===== src/rtl/systolic_feeder.sv =====
// systolic_feeder
// Edge feeder for an N x N weight-stationary PE array.
//   - Buffers N weight rows from w_valid/w_ready. It then replays them on w_col
//     with load_w high for 2N cycles. The order is row N-1 first, and each row
//     is held for two cycles to match the PE weight shift chain.
//   - It then streams activation vectors from a_valid/a_ready onto a_row with
//     diagonal skew, so lane r lags lane 0 by r cycles. a_row_vld marks the
//     lanes that carry real data. Idle stream cycles travel through the skew
//     as zero bubbles.
//   - After the vector flagged a_last, the skew drains and done pulses once.
// Ports:
//   clk, rst_n          clock and synchronous active-low reset
//   w_valid/w_ready/w_data        weight row input (slice c = column c)
//   a_valid/a_ready/a_data/a_last activation input (slice r = array row r)
//   load_w, w_col       weight-load enable and top-row weight bus
//   a_row, a_row_vld    skewed left-column activations and lane valids
//   sum_top             top-row partial-sum input
//   busy, done          not-idle flag and end-of-flush pulse
// Optional build macro FEEDER_BIAS_EN:
//   When defined, one extra row is accepted after the weights. That row is
//   the bias vector, and it is driven on sum_top during STREAM/FLUSH.
//   When undefined, sum_top is constant zero.
module systolic_feeder #(
  parameter int DW = 16,
  parameter int N  = 4
) (
  input  logic            clk,
  input  logic            rst_n,
  input  logic            w_valid,
  output logic            w_ready,
  input  logic [N*DW-1:0] w_data,
  input  logic            a_valid,
  output logic            a_ready,
  input  logic [N*DW-1:0] a_data,
  input  logic            a_last,
  output logic            load_w,
  output logic [N*DW-1:0] w_col,
  output logic [N*DW-1:0] a_row,
  output logic [N-1:0]    a_row_vld,
  output logic [N*DW-1:0] sum_top,
  output logic            busy,
  output logic            done
);

  localparam int CW = $clog2(2*N + 2);
`ifdef FEEDER_BIAS_EN
  localparam int NROWS = N + 1;
`else
  localparam int NROWS = N;
`endif

  typedef enum logic [2:0] {
    IDLE   = 3'd0,
    WBUF   = 3'd1,
    LOAD   = 3'd2,
    STREAM = 3'd3,
    FLUSH  = 3'd4
  } state_t;

  state_t          state_q, state_d;
  logic [CW-1:0]   cnt_q, cnt_d;
  logic            w_ready_q, w_ready_d;
  logic            a_ready_q, a_ready_d;
  logic            load_w_q, load_w_d;
  logic            busy_q, busy_d;
  logic            done_q, done_d;
  logic [N*DW-1:0] w_col_q, w_col_d;
  logic [N*DW-1:0] a_row_q, a_row_d;
  logic [N-1:0]    a_row_vld_q, a_row_vld_d;
  logic [N*DW-1:0] sum_top_q, sum_top_d;
  logic [N*DW-1:0] wbuf_q [N];
  logic [N*DW-1:0] wbuf_d [N];
`ifdef FEEDER_BIAS_EN
  logic [N*DW-1:0] bias_q, bias_d;
`endif

  logic            w_fire_s;
  logic            a_fire_s;
  logic [CW-1:0]   ld_sel_s;

  assign w_fire_s = w_valid & w_ready_q;
  assign a_fire_s = a_valid & a_ready_q;
  // During LOAD, cnt_q is the current load cycle. The next cycle shows row
  // floor((cnt_q+1)/2), counted from the bottom of the buffer.
  assign ld_sel_s = (cnt_q + CW'(1)) >> 1;

  // Next-state, buffer writes and registered-output values
  always_comb begin
    state_d = state_q;
    cnt_d   = cnt_q;
    wbuf_d  = wbuf_q;
    w_col_d = '0;
    done_d  = 1'b0;
`ifdef FEEDER_BIAS_EN
    bias_d  = bias_q;
`endif
    case (state_q)
      IDLE: begin
        if (w_fire_s) begin
          wbuf_d[0] = w_data;
          cnt_d     = CW'(1);
          state_d   = WBUF;
        end else begin
          cnt_d = '0;
        end
      end
      WBUF: begin
        if (w_fire_s) begin
          for (int i = 1; i < N; i++) begin
            wbuf_d[i] = (cnt_q == CW'(i)) ? w_data : wbuf_q[i];
          end
`ifdef FEEDER_BIAS_EN
          bias_d = (cnt_q == CW'(N)) ? w_data : bias_q;
`endif
          if (cnt_q == CW'(NROWS - 1)) begin
            state_d = LOAD;
            cnt_d   = '0;
            // Load cycle 0 shows row N-1. Without bias that row is arriving
            // now, so bypass the buffer.
`ifdef FEEDER_BIAS_EN
            w_col_d = wbuf_q[N-1];
`else
            w_col_d = w_data;
`endif
          end else begin
            cnt_d = cnt_q + CW'(1);
          end
        end else begin
          cnt_d = cnt_q;
        end
      end
      LOAD: begin
        if (cnt_q == CW'(2*N - 1)) begin
          state_d = STREAM;
          cnt_d   = '0;
        end else begin
          cnt_d = cnt_q + CW'(1);
          for (int i = 0; i < N; i++) begin
            w_col_d = (ld_sel_s == CW'(N - 1 - i)) ? wbuf_q[i] : w_col_d;
          end
        end
      end
      STREAM: begin
        if (a_fire_s && a_last) begin
          state_d = FLUSH;
          cnt_d   = '0;
        end else begin
          cnt_d = '0;
        end
      end
      FLUSH: begin
        // The last vector leaves lane N-1 N cycles after acceptance. Finish
        // on the following edge, when every lane valid returns to zero.
        if (cnt_q == CW'(N)) begin
          state_d = IDLE;
          cnt_d   = '0;
          done_d  = 1'b1;
        end else begin
          cnt_d = cnt_q + CW'(1);
        end
      end
      default: begin
        state_d = IDLE;
        cnt_d   = '0;
      end
    endcase

    w_ready_d = (state_d == IDLE) || (state_d == WBUF);
    a_ready_d = (state_d == STREAM);
    load_w_d  = (state_d == LOAD);
    busy_d    = (state_d != IDLE);
`ifdef FEEDER_BIAS_EN
    sum_top_d = ((state_d == STREAM) || (state_d == FLUSH)) ? bias_d : '0;
`else
    sum_top_d = '0;
`endif
  end

  // Skew lanes: lane r is an r+1 deep shift of {vld, data} and feeds a_row slice r
  for (genvar r = 0; r < N; r++) begin : g_lane
    logic [DW:0] sh_q [r+1];
    logic [DW:0] sh_d [r+1];

    // Stage 0 takes the accepted element or a zero bubble; later stages shift
    always_comb begin
      sh_d[0] = a_fire_s ? {1'b1, a_data[r*DW +: DW]} : '0;
      for (int k = 1; k <= r; k++) begin
        sh_d[k] = sh_q[k-1];
      end
    end

    // Lane shift register
    always_ff @(posedge clk) begin
      if (!rst_n) begin
        for (int k = 0; k <= r; k++) begin
          sh_q[k] <= '0;
        end
      end else begin
        sh_q <= sh_d;
      end
    end

    assign a_row_d[r*DW +: DW] = sh_q[r][DW-1:0];
    assign a_row_vld_d[r]      = sh_q[r][DW];
  end

  // Weight buffer storage: contents are don't-care after reset
  always_ff @(posedge clk) begin
    wbuf_q <= wbuf_d;
  end

`ifdef FEEDER_BIAS_EN
  // Bias row register
  always_ff @(posedge clk) begin
    if (!rst_n) begin
      bias_q <= '0;
    end else begin
      bias_q <= bias_d;
    end
  end
`endif

  // FSM state, counter and registered outputs
  always_ff @(posedge clk) begin
    if (!rst_n) begin
      state_q     <= IDLE;
      cnt_q       <= '0;
      w_ready_q   <= 1'b0;
      a_ready_q   <= 1'b0;
      load_w_q    <= 1'b0;
      busy_q      <= 1'b0;
      done_q      <= 1'b0;
      w_col_q     <= '0;
      a_row_q     <= '0;
      a_row_vld_q <= '0;
      sum_top_q   <= '0;
    end else begin
      state_q     <= state_d;
      cnt_q       <= cnt_d;
      w_ready_q   <= w_ready_d;
      a_ready_q   <= a_ready_d;
      load_w_q    <= load_w_d;
      busy_q      <= busy_d;
      done_q      <= done_d;
      w_col_q     <= w_col_d;
      a_row_q     <= a_row_d;
      a_row_vld_q <= a_row_vld_d;
      sum_top_q   <= sum_top_d;
    end
  end

  assign w_ready   = w_ready_q;
  assign a_ready   = a_ready_q;
  assign load_w    = load_w_q;
  assign busy      = busy_q;
  assign done      = done_q;
  assign w_col     = w_col_q;
  assign a_row     = a_row_q;
  assign a_row_vld = a_row_vld_q;
  assign sum_top   = sum_top_q;

endmodule


===== config.mk =====
export PLATFORM = sky130hd
export DESIGN_NAME = systolic_feeder
export DESIGN_NICKNAME = d
export VERILOG_FILES = /design/src/rtl/systolic_feeder.sv
export SDC_FILE = /design/constraint.sdc
export NUM_CORES = 1
export LEC_CHECK = 0
export CORE_UTILIZATION = 52
export DETAILED_ROUTE_END_ITERATION = 16
export GPL_ROUTABILITY_DRIVEN = 0
export PLACE_DENSITY = 0.88
export SLEW_MARGIN = 30
export SYNTH_ARGS = -nofsm -noshare
export SYNTH_HDL_FRONTEND = slang
export SYNTH_SLANG_ARGS = --single-unit
export TNS_END_PERCENT = 50

===== constraint.sdc =====
create_clock -name clk -period 11.8 [get_ports clk]
set_input_delay 2.36 -clock clk [delete_from_list [all_inputs] [get_ports clk]]
set_output_delay 2.36 -clock clk [all_outputs]
set_load 0.01 [all_outputs]

==> run_summary.xml, run 1 <==
<?xml version="1.0" encoding="UTF-8"?>
<metrics>
  <group name="final_timing">
    <metric name="timing.final.crit_share" unit="%">33.7</metric>
    <metric name="max_freq" unit="GHz">0.251</metric>
    <metric name="clock-skew-final" unit="ps">19.5</metric>
    <metric name="transition_time_at_the_pin_with_the_least_slew_margin" unit="ps">928</metric>
    <metric name="max-slew-margin-rel" unit="%">38.1</metric>
    <metric name="rsz_0062_raised_after_global_routing" unit="">no</metric>
    <metric name="time_the_final_worst_path_needs_with_i_o_delays_and_setup" unit="ps">3980</metric>
    <metric name="timing.final.setup_violations" unit="">0</metric>
    <metric name="post-route-worst-setup-slack" unit="ps">7820</metric>
    <metric name="fin_setup_tns" unit="ps">0</metric>
    <metric name="final.hold.worst_slack" unit="ps">431</metric>
    <metric name="timing_hold_violations_final" unit="">0</metric>
  </group>
  <group name="final_layout">
    <metric name="diodes" unit="">1</metric>
    <metric name="design.final.nets" unit="">1731</metric>
    <metric name="sequential_cell_area" unit="um^2">13800</metric>
    <metric name="non_clock_buffer_count" unit="">284</metric>
    <metric name="clock_cell_share_of_area" unit="%">7.92</metric>
    <metric name="final-nonclk-buf-share" unit="%">12.0</metric>
    <metric name="comb_share" unit="%">19.9</metric>
    <metric name="layout.cells.largest_class" unit="">flip-flops and latches</metric>
    <metric name="num-multi-input-gates" unit="">688</metric>
    <metric name="finalInstanceArea" unit="um^2">24000</metric>
    <metric name="inv_count" unit="">5</metric>
    <metric name="final_cells" unit="">2108</metric>
    <metric name="numSequentialCells" unit="">561</metric>
    <metric name="largest_register_ffs" unit="">256</metric>
    <metric name="nClkBuffers" unit="">70</metric>
    <metric name="number_of_filler_instances_in_the_final_layout" unit="">2433</metric>
  </group>
  <group name="placed_design">
    <metric name="numPlacedInstances" unit="">2006</metric>
    <metric name="placement.io_buffers" unit="">269</metric>
  </group>
  <group name="synth">
    <metric name="ys_chip_area" unit="um^2">19200</metric>
    <metric name="synth.distinct_cells" unit="">47</metric>
    <metric name="adder_share" unit="%">0.260</metric>
    <metric name="post_synth_main_area_contributors" unit="">sky130_fd_sc_hd__edfxtp_1 40%, sky130_fd_sc_hd__dfxtp_1 32%, sky130_fd_sc_hd__and2_1 7.6%</metric>
    <metric name="yosys_warnings" unit="">0</metric>
    <metric name="synth.logic.top_family" unit="">simple AND/OR/NAND/NOR gates</metric>
    <metric name="xor_area_share" unit="%">0.0455</metric>
    <metric name="synth-seq-cells" unit="">561</metric>
    <metric name="ys_sh_aoi" unit="%">9.00</metric>
    <metric name="post-synth-top-area-fraction" unit="%">40.0</metric>
    <metric name="post_synthesis_cell_count_from_yosys" unit="">1333</metric>
    <metric name="synth_top_flop_cell" unit="">sky130_fd_sc_hd__dfxtp_1</metric>
    <metric name="postSynthCellCount" unit="">1333</metric>
    <metric name="largest_area_contributor_in_the_netlist" unit="">sky130_fd_sc_hd__edfxtp_1</metric>
    <metric name="ys_seq_share" unit="%">71.7</metric>
  </group>
  <group name="global_route">
    <metric name="overflow" unit="">0</metric>
    <metric name="grt_pass1_wl" unit="um">62100</metric>
    <metric name="antenna_found_initial" unit="">2</metric>
  </group>
  <group name="worst_hold_path">
    <metric name="hp-start" unit="">g_lane[3].sh_d[4]$_SDFF_PN0_</metric>
    <metric name="min_path_type" unit="">reg -&gt; reg</metric>
    <metric name="worstHoldEndpoint" unit="">a_row_d[52]$_SDFF_PN0_</metric>
  </group>
  <group name="worst_setup_path">
    <metric name="crit_arrival" unit="ps">1620</metric>
    <metric name="crit_buf_inv" unit="">1</metric>
    <metric name="critPathMaxFanout" unit="">3</metric>
    <metric name="regToRegEndpoint" unit="">w_col[2]$_SDFF_PN0_</metric>
    <metric name="setup.worst_path.end_class" unit="">primary output</metric>
    <metric name="r2r-start" unit="">cnt_q[0]$_SDFFE_PN0P_</metric>
    <metric name="cp_data_required_time" unit="ps">9440</metric>
    <metric name="worst_setup_path_endpoint" unit="">w_ready</metric>
    <metric name="crit_path_top_delay_cell" unit="">sky130_fd_sc_hd__clkdlybuf4s50_1</metric>
    <metric name="r2r_setup_slack" unit="ps">8760</metric>
    <metric name="critPathTopFamily" unit="">buffers and inverters</metric>
    <metric name="delay_of_the_slowest_cell_on_the_worst_path" unit="ps">620</metric>
    <metric name="number_of_cells_on_the_worst_reg_to_reg_path" unit="">6</metric>
    <metric name="critical_path_cell_count" unit="">1</metric>
    <metric name="cp-startpoint" unit="">w_ready$_SDFF_PN0_</metric>
  </group>
  <group name="flow_run">
    <metric name="openroad.warnings" unit="">31</metric>
    <metric name="maxCapViolCount" unit="">0</metric>
  </group>
  <group name="cts">
    <metric name="postCtsHoldBufs" unit="">0</metric>
    <metric name="cts_num_sinks" unit="">561</metric>
    <metric name="cts.repair_timing.setup_buffer_count" unit="">0</metric>
    <metric name="tritoncts" unit="">yes</metric>
    <metric name="cts-root-buf" unit="">sky130_fd_sc_hd__clkbuf_16</metric>
    <metric name="clock_pin_slew_worst_setup_and_hold_paths" unit="ps">60</metric>
    <metric name="clock_path_buffers" unit="">3</metric>
  </group>
  <group name="floorplan">
    <metric name="floorplanUtilization" unit="%">52.7</metric>
    <metric name="dieWidth" unit="um">194</metric>
    <metric name="rows" unit="">70</metric>
    <metric name="pin_count" unit="">334</metric>
  </group>
  <group name="routing">
    <metric name="detail_route.drc_violations" unit="">0</metric>
    <metric name="vias_per_cell" unit="">5.20</metric>
    <metric name="ant_nets" unit="">0</metric>
    <metric name="dr_total_vias" unit="">10966</metric>
    <metric name="first_pass_iters" unit="">4</metric>
  </group>
  <group name="status">
    <metric name="run_status" unit="">complete, no violations</metric>
  </group>
  <group name="pwr">
    <metric name="post-layout-total-power" unit="mW">4.05</metric>
    <metric name="power-per-cell-area" unit="nW/um^2">169</metric>
  </group>
</metrics>
## run 1: routing by layer
metal / part of all wire [%] / global-route usage (%) / up-vias
li1: - / - / 5092
met1: 39 / 24.8 / 5384
met2: 49 / 36.3 / 439
met3: 9.8 / 7.58 / 51
met4: 2.0 / 7.50 / 0
met5: 0 / 0 / -
## run 1: where the power goes
group / internal (mW) / total [mW] / switching (mW)
registers: 2.05 / 2.06 / 0.00949
logic: 0.0796 / 0.181 / 0.101
clock network: 1.08 / 1.81 / 0.728
total: 3.21 / 4.05 / 0.839
## run 1: placed cells by master (no fill, tap or decap), types with 3 or more instances in the layout
cell / n
sky130_fd_sc_hd__bufinv_16: 8
sky130_fd_sc_hd__nor2b_1: 3
sky130_fd_sc_hd__ha_1: 3
sky130_fd_sc_hd__inv_1: 5
sky130_fd_sc_hd__o21ai_0: 49
sky130_fd_sc_hd__conb_1: 64
sky130_fd_sc_hd__o21ai_1: 82
sky130_fd_sc_hd__clkbuf_1: 9
sky130_fd_sc_hd__buf_4: 8
sky130_fd_sc_hd__clkinv_2: 12
sky130_fd_sc_hd__dfxtp_1: 305
sky130_fd_sc_hd__clkbuf_8: 5
sky130_fd_sc_hd__a21oi_1: 6
sky130_fd_sc_hd__nand2_1: 71
sky130_fd_sc_hd__buf_12: 4
sky130_fd_sc_hd__mux2_2: 64
sky130_fd_sc_hd__buf_6: 3
sky130_fd_sc_hd__clkbuf_16: 56
sky130_fd_sc_hd__a221oi_2: 60
sky130_fd_sc_hd__edfxtp_1: 256
sky130_fd_sc_hd__nor2_1: 9
sky130_fd_sc_hd__a221oi_1: 4
sky130_fd_sc_hd__and2_1: 231
sky130_fd_sc_hd__inv_6: 4
sky130_fd_sc_hd__clkdlybuf4s50_1: 268
sky130_fd_sc_hd__nand3_1: 5
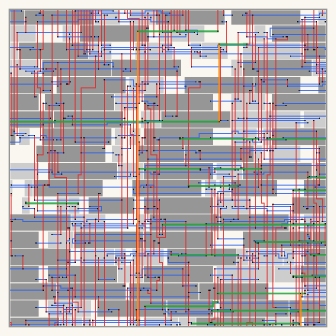
(run_1/closeup.png)
Region (121, 121) to (171, 171) um. Cells in gray, sequential cells in the stronger gray; small squares are vias.
[M4] orange
[M3] green
[M1] blue
[M2] red
most frequent: edfxtp_1 (47), mux2_2 (13)
sequential cells in the window: 53
cells with their middle in the window: 116
netlist names of flops here include: wbuf_q (47), w_col (6)

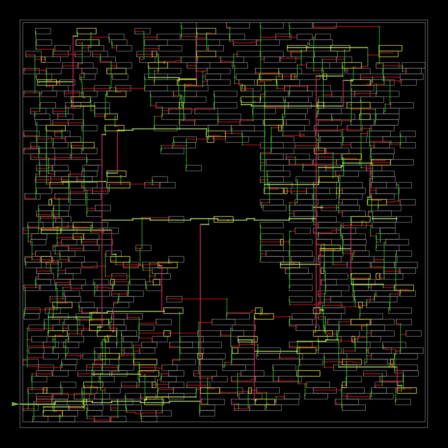
(run_1/clock_nets.png)
number of CTS-inserted buffers: 54
Insertion Delay late pin: 600 ps

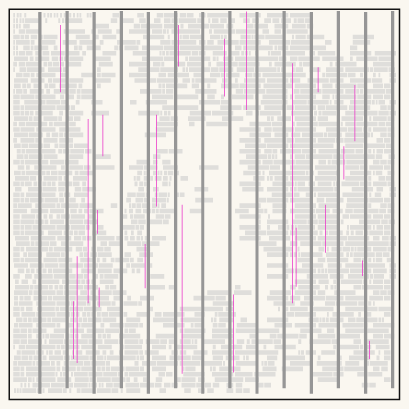
(run_1/m4.png)
Drawn at 2 px/um. Supply wires on this layer in gray.
share of all routed wire: 2.0%
longest straight run: 120 um

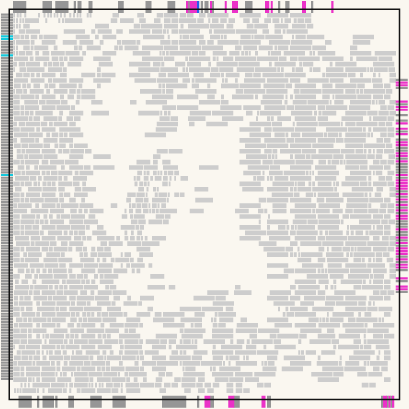
(run_1/pinout.png)
Drawn at 2 px/um. Pins as bars across the die edge, other pins in gray.
[a_row_vld] cyan | pins: 4 | direction: output | edge: west
[done] blue | pins: 1 | direction: output | edge: north
[w_col] magenta | pins: 64 | direction: output | edge: 36 east, 16 north, 12 south
all pins by edge: 135 west, 68 east, 67 south, 64 north

==> run_1/m3.png <==
Drawn at 2 px/um.
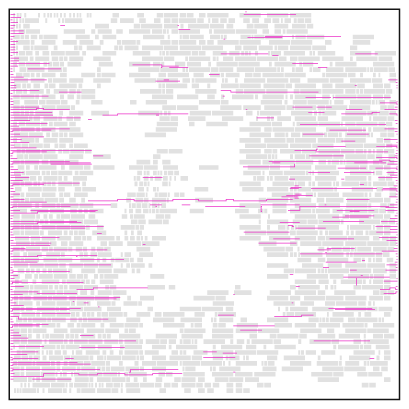

==> run 2, diff against run 1 <==
--- a/config.mk
+++ b/config.mk
@@ -5,10 +5,10 @@
 export SDC_FILE = /design/constraint.sdc
 export NUM_CORES = 1
 export LEC_CHECK = 0
-export CORE_UTILIZATION = 52
+export CORE_UTILIZATION = 47
 export DETAILED_ROUTE_END_ITERATION = 16
 export GPL_ROUTABILITY_DRIVEN = 0
-export PLACE_DENSITY = 0.88
+export PLACE_DENSITY = 0.84
 export SLEW_MARGIN = 30
 export SYNTH_ARGS = -nofsm -noshare
 export SYNTH_HDL_FRONTEND = slang
==> constraint.sdc (replaced) <==
create_clock -name clk -period 3.4 [get_ports clk]
set_input_delay 0.68 -clock clk [delete_from_list [all_inputs] [get_ports clk]]
set_output_delay 0.68 -clock clk [all_outputs]
set_load 0.01 [all_outputs]
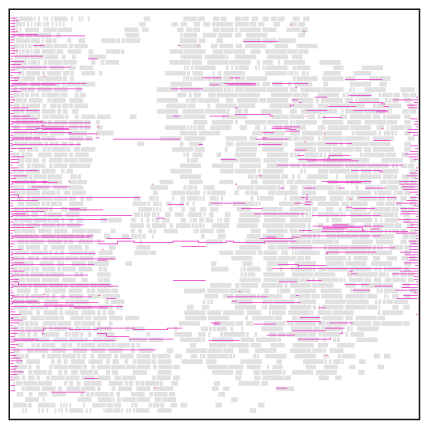
(run_2/m3.png)
Drawn at 2 px/um.
wire length on this layer: 3860 um
main direction: horizontal
longest straight run: 72.5 um
nets with wire on the layer: 270
wire length after detailed routing: 41600 um
Vias: 11075
met3 capacity usage during global routing: 6.73%

==> run_summary.xml, run 2 <==
<?xml version="1.0" encoding="UTF-8"?>
<metrics>
  <group name="synth">
    <metric name="ys_chip_area" unit="um^2">19200</metric>
    <metric name="post_synth_main_area_contributors" unit="">sky130_fd_sc_hd__edfxtp_1 40%, sky130_fd_sc_hd__dfxtp_1 32%, sky130_fd_sc_hd__and2_1 7.6%</metric>
    <metric name="post-synth-top-area-fraction" unit="%">40.0</metric>
    <metric name="synth_top_flop_cell" unit="">sky130_fd_sc_hd__dfxtp_1</metric>
    <metric name="yosys_warnings" unit="">0</metric>
    <metric name="postSynthCellCount" unit="">1333</metric>
    <metric name="largest_area_contributor_in_the_netlist" unit="">sky130_fd_sc_hd__edfxtp_1</metric>
    <metric name="post_synthesis_cell_count_from_yosys" unit="">1333</metric>
    <metric name="synth-seq-cells" unit="">561</metric>
  </group>
  <group name="worst_setup_path">
    <metric name="setup.worst_path.end_class" unit="">register</metric>
    <metric name="crit_arrival" unit="ps">3130</metric>
  </group>
  <group name="global_route">
    <metric name="grt_pass1_wl" unit="um">64000</metric>
    <metric name="antenna_found_initial" unit="">4</metric>
    <metric name="overflow" unit="">0</metric>
  </group>
  <group name="final_timing">
    <metric name="timing.final.crit_share" unit="%">78.3</metric>
    <metric name="post-route-worst-setup-slack" unit="ps">739</metric>
    <metric name="transition_time_at_the_pin_with_the_least_slew_margin" unit="ps">936</metric>
    <metric name="rsz_0062_raised_after_global_routing" unit="">no</metric>
    <metric name="time_the_final_worst_path_needs_with_i_o_delays_and_setup" unit="ps">2660</metric>
    <metric name="max-slew-margin-rel" unit="%">37.6</metric>
    <metric name="clock-skew-final" unit="ps">13.6</metric>
    <metric name="timing.final.setup_violations" unit="">0</metric>
    <metric name="timing_hold_violations_final" unit="">0</metric>
  </group>
  <group name="cts">
    <metric name="cts_num_sinks" unit="">561</metric>
    <metric name="postCtsHoldBufs" unit="">0</metric>
    <metric name="cts.repair_timing.setup_buffer_count" unit="">0</metric>
  </group>
  <group name="pwr">
    <metric name="power_combinational" unit="mW">0.650</metric>
    <metric name="sequentialPowerShare" unit="%">52.5</metric>
    <metric name="power-per-cell-area" unit="nW/um^2">568</metric>
    <metric name="p_switching" unit="mW">2.88</metric>
    <metric name="sequential_power" unit="mW">7.15</metric>
    <metric name="internal_power_contribution" unit="mW">10.7</metric>
    <metric name="share_comb_of_total_power" unit="%">4.8</metric>
    <metric name="post-layout-total-power" unit="mW">13.6</metric>
  </group>
  <group name="final_layout">
    <metric name="design.final.nets" unit="">1739</metric>
    <metric name="layout.cells.largest_class" unit="">flip-flops and latches</metric>
    <metric name="diodes" unit="">3</metric>
    <metric name="comb_share" unit="%">19.9</metric>
    <metric name="inv_count" unit="">5</metric>
    <metric name="largest_register_ffs" unit="">256</metric>
    <metric name="nClkBuffers" unit="">66</metric>
    <metric name="number_of_filler_instances_in_the_final_layout" unit="">2948</metric>
    <metric name="commonest_cells_after_routing_fill_and_taps_aside" unit="">305 x sky130_fd_sc_hd__dfxtp_1, 268 x sky130_fd_sc_hd__clkdlybuf4s50_1, 256 x sky130_fd_sc_hd__edfxtp_1</metric>
    <metric name="sequential_cell_area" unit="um^2">13800</metric>
  </group>
  <group name="routing">
    <metric name="vias_per_cell" unit="">5.10</metric>
    <metric name="detail_route.drc_violations" unit="">0</metric>
  </group>
  <group name="floorplan">
    <metric name="pin_count" unit="">334</metric>
    <metric name="dieWidth" unit="um">204</metric>
    <metric name="floorplanUtilization" unit="%">48.0</metric>
  </group>
  <group name="status">
    <metric name="run_status" unit="">complete, no violations</metric>
  </group>
  <group name="flow_run">
    <metric name="maxCapViolCount" unit="">0</metric>
  </group>
  <group name="worst_hold_path">
    <metric name="min_path_type" unit="">reg -&gt; reg</metric>
  </group>
</metrics>
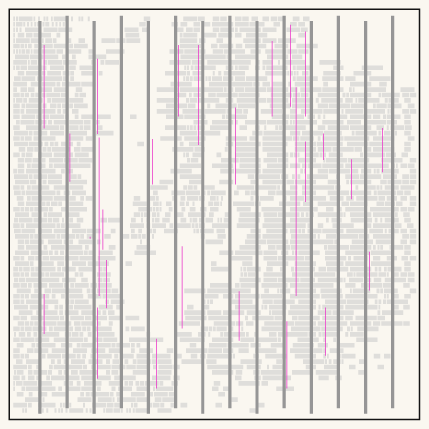
(run_2/m4.png)
Drawn at 2 px/um. Supply wires on this layer in gray.
nets with wire on the layer: 13
main direction: vertical
longest straight run: 104 um
wire length on this layer: 901 um

run 2: cells by family after synthesis:
| family | Yosys count | synth area share, % |
|---|---|---|
| AND-OR/OR-AND | 214 | 9.00 |
| multiplexers | 65 | 3.80 |
| XOR/XNOR | 1 | 0.0455 |
| buffers and inverters | 147 | 4.98 |
| adder cells (fa/ha/maj) | 4 | 0.260 |
| AND/OR/NAND/NOR | 340 | 10.2 |
| flip-flops | 561 | 71.7 |
| other | 1 | 0.0195 |
run 2: worst max-delay path, cell delays in order, from the launching register on:
cell and delay [ps]:
sky130_fd_sc_hd__dfxtp_1 470, sky130_fd_sc_hd__inv_1 140, sky130_fd_sc_hd__ha_4 530, sky130_fd_sc_hd__buf_4 580
sky130_fd_sc_hd__mux2_2 410, sky130_fd_sc_hd__o21ai_0 230, sky130_fd_sc_hd__o21ai_1 110
run 2: path summary, 6_finish.rpt:
check                                                   from                      to  cells after the start
worst max-delay path                   cnt_q[0]$_SDFFE_PN0P_    w_col[13]$_SDFF_PN0_                      6
worst min-delay path            g_lane[2].sh_d[7]$_SDFF_PN0_  a_row_d[39]$_SDFF_PN0_                      1
worst max register to register         cnt_q[0]$_SDFFE_PN0P_    w_col[13]$_SDFF_PN0_                      6
worst min register to register  g_lane[2].sh_d[7]$_SDFF_PN0_  a_row_d[39]$_SDFF_PN0_                      1
run 2: through the flow:
stage	instances	util [%]	hold WS, ps	area, um^2
after floorplan	1396	-	412	19500
after global placement	2072	55.5	412	22300
after detailed placement	2072	55.5	417	22300
after CTS	2168	59.8	400	24000
after global routing	2170	59.8	415	24000
final	2171	59.8	429	24000
run 2: per-layer routing:
metal	part of all wire (%)	vias to the layer above	global-route usage, %
met1	39	5432	23.9
met2	49	469	33.5
li1	-	5104	-
met5	0.019	-	0
met4	2.2	2	7.09
met3	9.3	68	6.73
No activity file was given, so power comes from the tool's default toggle rates.
